### src/rtl/imem_boot_loader.sv
// Boot loader: fills the MIPS instruction memory from a length-prefixed byte stream.
// The CPU is held in reset until a frame loads and its checksum matches.
module imem_boot_loader #(
  parameter int ADDR_W = 10
) (
  input  logic              clock,
  input  logic              reset,
  input  logic              start,
  input  logic [7:0]        s_data,
  input  logic              s_valid,
  output logic              s_ready,
  output logic              im_we,
  output logic [ADDR_W-1:0] im_addr,
  output logic [31:0]       im_wdata,
  output logic              cpu_reset,
  output logic              busy,
  output logic              done,
  output logic              err,
  output logic [ADDR_W:0]   words_loaded
);

  typedef enum logic [2:0] {
    S_IDLE,
    S_LEN_HI,
    S_LEN_LO,
    S_DATA,
    S_CHECK,
    S_DONE,
    S_ERR
  } state_t;

  state_t      state;
  state_t      next_state;
  logic [7:0]  len_hi;
  logic [15:0] len;
  logic [1:0]  byte_cnt;
  logic [23:0] word_reg;
  logic [7:0]  checksum;
  logic [15:0] len_in;
  logic        oversize;
  logic        last_word;
  logic        accept;

  assign len_in    = {len_hi, s_data};
  assign oversize  = 32'(len_in) > (32'd1 << ADDR_W);
  assign last_word = (32'(words_loaded) + 32'd1) == 32'(len);
  assign accept    = s_valid & s_ready;

  // State register
  always_ff @(posedge clock or posedge reset) begin
    if (reset) begin
      state <= S_IDLE;
    end else begin
      state <= next_state;
    end
  end

  // Next-state logic and state-decoded outputs
  always_comb begin
    next_state = state;
    s_ready    = 1'b0;
    busy       = 1'b0;
    done       = 1'b0;
    err        = 1'b0;
    case (state)
      S_IDLE, S_DONE, S_ERR: begin
        done = (state == S_DONE);
        err  = (state == S_ERR);
        if (start) next_state = S_LEN_HI;
      end
      S_LEN_HI: begin
        s_ready = 1'b1;
        busy    = 1'b1;
        if (s_valid) next_state = S_LEN_LO;
      end
      S_LEN_LO: begin
        s_ready = 1'b1;
        busy    = 1'b1;
        if (s_valid) begin
          if (len_in == 16'd0)  next_state = S_CHECK;
          else if (oversize)    next_state = S_ERR;
          else                  next_state = S_DATA;
        end
      end
      S_DATA: begin
        s_ready = 1'b1;
        busy    = 1'b1;
        if (s_valid && byte_cnt == 2'd3 && last_word) next_state = S_CHECK;
      end
      S_CHECK: begin
        s_ready = 1'b1;
        busy    = 1'b1;
        if (s_valid) next_state = (s_data == checksum) ? S_DONE : S_ERR;
      end
      default: next_state = S_IDLE;
    endcase
  end

  // Datapath: length capture, word assembly, IM write strobe and running checksum.
  // words_loaded doubles as the address of the next word to write.
  always_ff @(posedge clock or posedge reset) begin
    if (reset) begin
      len_hi       <= '0;
      len          <= '0;
      byte_cnt     <= '0;
      word_reg     <= '0;
      checksum     <= '0;
      im_we        <= 1'b0;
      im_addr      <= '0;
      im_wdata     <= '0;
      words_loaded <= '0;
      cpu_reset    <= 1'b1;
    end else begin
      im_we     <= 1'b0;
      cpu_reset <= (next_state != S_DONE);
      case (state)
        S_IDLE, S_DONE, S_ERR: begin
          if (start) begin
            words_loaded <= '0;
            checksum     <= '0;
            byte_cnt     <= '0;
          end
        end
        S_LEN_HI: begin
          if (accept) len_hi <= s_data;
        end
        S_LEN_LO: begin
          if (accept) len <= len_in;
        end
        S_DATA: begin
          if (accept) begin
            checksum <= checksum + s_data;
            byte_cnt <= byte_cnt + 2'd1;
            if (byte_cnt == 2'd3) begin
              im_we        <= 1'b1;
              im_addr      <= words_loaded[ADDR_W-1:0];
              im_wdata     <= {word_reg, s_data};
              words_loaded <= words_loaded + 1'b1;
            end else begin
              word_reg <= {word_reg[15:0], s_data};
            end
          end
        end
        default: ;
      endcase
    end
  end

endmodule
### config.mk
export PLATFORM = sky130hd
export DESIGN_NAME = imem_boot_loader
export DESIGN_NICKNAME = d
export VERILOG_FILES = /design/src/rtl/imem_boot_loader.sv
export SDC_FILE = /design/constraint.sdc
export NUM_CORES = 1
export LEC_CHECK = 0
export ABC_AREA = 1
export CELL_PAD_IN_SITES_DETAIL_PLACEMENT = 0
export CELL_PAD_IN_SITES_GLOBAL_PLACEMENT = 1
export CORE_ASPECT_RATIO = 0.5
export CORE_MARGIN = 10
export CORE_UTILIZATION = 40
export CTS_CLUSTER_DIAMETER = 30
export CTS_CLUSTER_SIZE = 24
export DETAILED_ROUTE_END_ITERATION = 10
export PLACE_DENSITY_LB_ADDON = 0.1
export REMOVE_ABC_BUFFERS = 1
export SLEW_MARGIN = 15
export SYNTH_ARGS = -nofsm -noshare
export SYNTH_HDL_FRONTEND = slang
export SYNTH_SLANG_ARGS = --single-unit
export TNS_END_PERCENT = 10
### constraint.sdc
create_clock -name clock -period 5.55 [get_ports clock]
set_clock_uncertainty 0.05 [all_clocks]
set_input_delay 1.11 -clock clock [delete_from_list [all_inputs] [get_ports clock]]
set_output_delay 1.11 -clock clock [all_outputs]
set_load 0.05 [all_outputs]
==> flow_summary_export.csv <==
group,metric,value,unit
cells_and_area,clk_share,9.44,%
synthesis,ys_sh_aoi,12.2,%
synthesis,top_area_share,54.3,%
clock_network,cts_made_buffers,17,
flow_run,maxCapViolCount,0,
floorplan,die_y,101,um
cells_and_area,post-route-util,53.0,%
synthesis,ff_type,"dfrtp_1",
synthesis,synth_area,5300,um^2
setup_path,critPathSlowestCell,"clkdlybuf4s50_1",
cells_and_area,sh_comb_area,29.6,%
final_timing,hold_viol,0,
synthesis,syn_avg_cell_area,8.33,um^2
run_status,status,"finished, final reports clean",
placement,dpl_cell_area,6140,um^2
setup_path,critPathCaptureType,"output port",
floorplan,ios,71,
synthesis,synthXorXnorAreaFrac,0.661,%
pwr,power_frac_comb,30.2,%
cells_and_area,drive_above_1_share,7.35,%
route,routed_wirelength,13100,um
setup_path,r2r_start,"state[0]$_DFF_PP0_",
cells_and_area,layout.nets,730,
min_path,holdPathStages,2,
cells_and_area,final-comb-area,2010,um^2
synthesis,numSynthFlops,116,
final_timing,fin_ws,2110,ps
pwr,swShare,36.1,%
cells_and_area,ff_count,116,
cells_and_area,layout_top_cells,"201 x nand2_1, 115 x dfrtp_1, 99 x o21ai_0",
setup_path,cp_max_fo,5,
floorplan,core_region_area,12800,um^2
clock_network,clkTransAtPathRegs,60,ps
cells_and_area,largest_class,"flip-flops and latches",
setup_path,worstSetupPathType,"flop to output port",
placement,dp_slack,1920,ps
clock_network,h-tree-depth,4,
clock_network,cts_sinks,116,
cells_and_area,logic_gate_count,423,
synthesis,simple_gate_share,22.4,%
clock_network,cts_hold_buf,0,
synthesis,postSynthSeqShare,54.8,%
route,drtIter0Drc,328,
setup_path,cpPeakStageDelay,820,ps
pwr,clkPwrFrac,34.1,%
final_timing,grt_setup_unrepaired,"false",
global_route,gr-usage-met2,20.8,%
setup_path,cpMostUsedCell,"inv_1",
synthesis,synth_cells,637,
pwr,powerDensity,512,nW/um^2
cells_and_area,syn2layout_area_growth,27.9,%
setup_path,timing.rr.end,"words_loaded[0]$_DFFE_PP0P_",
## power groups by stage
stage	clock network [mW]	logic (mW)	registers, mW
2_1_floorplan	0	0.597	1.38
3_3_place_gp	0	1.04	1.25
3_5_place_dp	0	1.06	1.25
4_1_cts	1.20	1.06	1.24
5_1_grt	1.24	1.19	1.27
6_report	1.18	1.05	1.24
## metrics by stage
| stage | total power [mW] | hold slack (ps) | instances |
|---|---|---|---|
| floorplan | 1.98 | 400 | 615 |
| global placement | 2.29 | 407 | 859 |
| detailed placement | 2.31 | 411 | 859 |
| CTS | 3.50 | 425 | 891 |
| global route | 3.71 | 454 | 891 |
| finish | 3.47 | 418 | 891 |
## routing by layer
metal  part of all wire [%]  vias to the layer above
li1                       -                     2187
met1                     53                     1977
met2                     41                       80
met3                    5.9                       10
met4                   0.71                        0
met5                      0                        -
Routed metal per tile:
The die is cut into 37 by 20 equal tiles; black is low, pale yellow is high, scaled to the fullest tile. Values are wire area over tile area, all layers added.
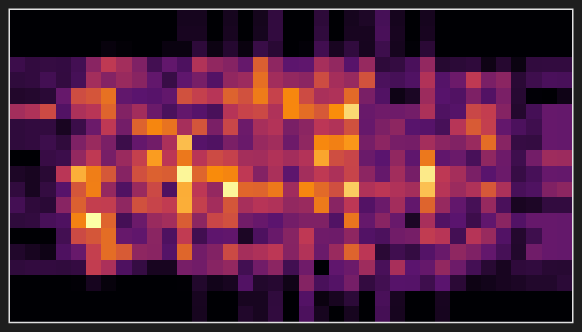
mean over tiles	0.11
emptiest ninth of the die	top right
fullest tile	0.42
densest ninth of the die	middle
nearly empty tiles	20%

Cell placement:
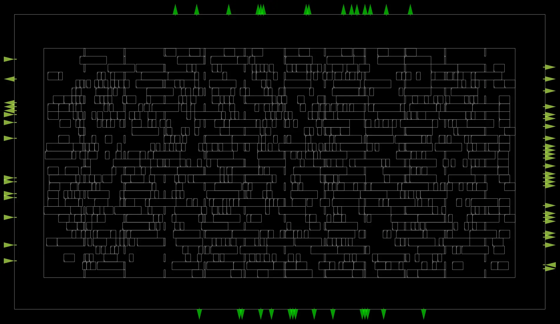
Row Count: 29
Fillers: 1,253
fraction of area in registers: 42.8%
post-route insts no fill: 891

Power and IR drop assume default switching activity.
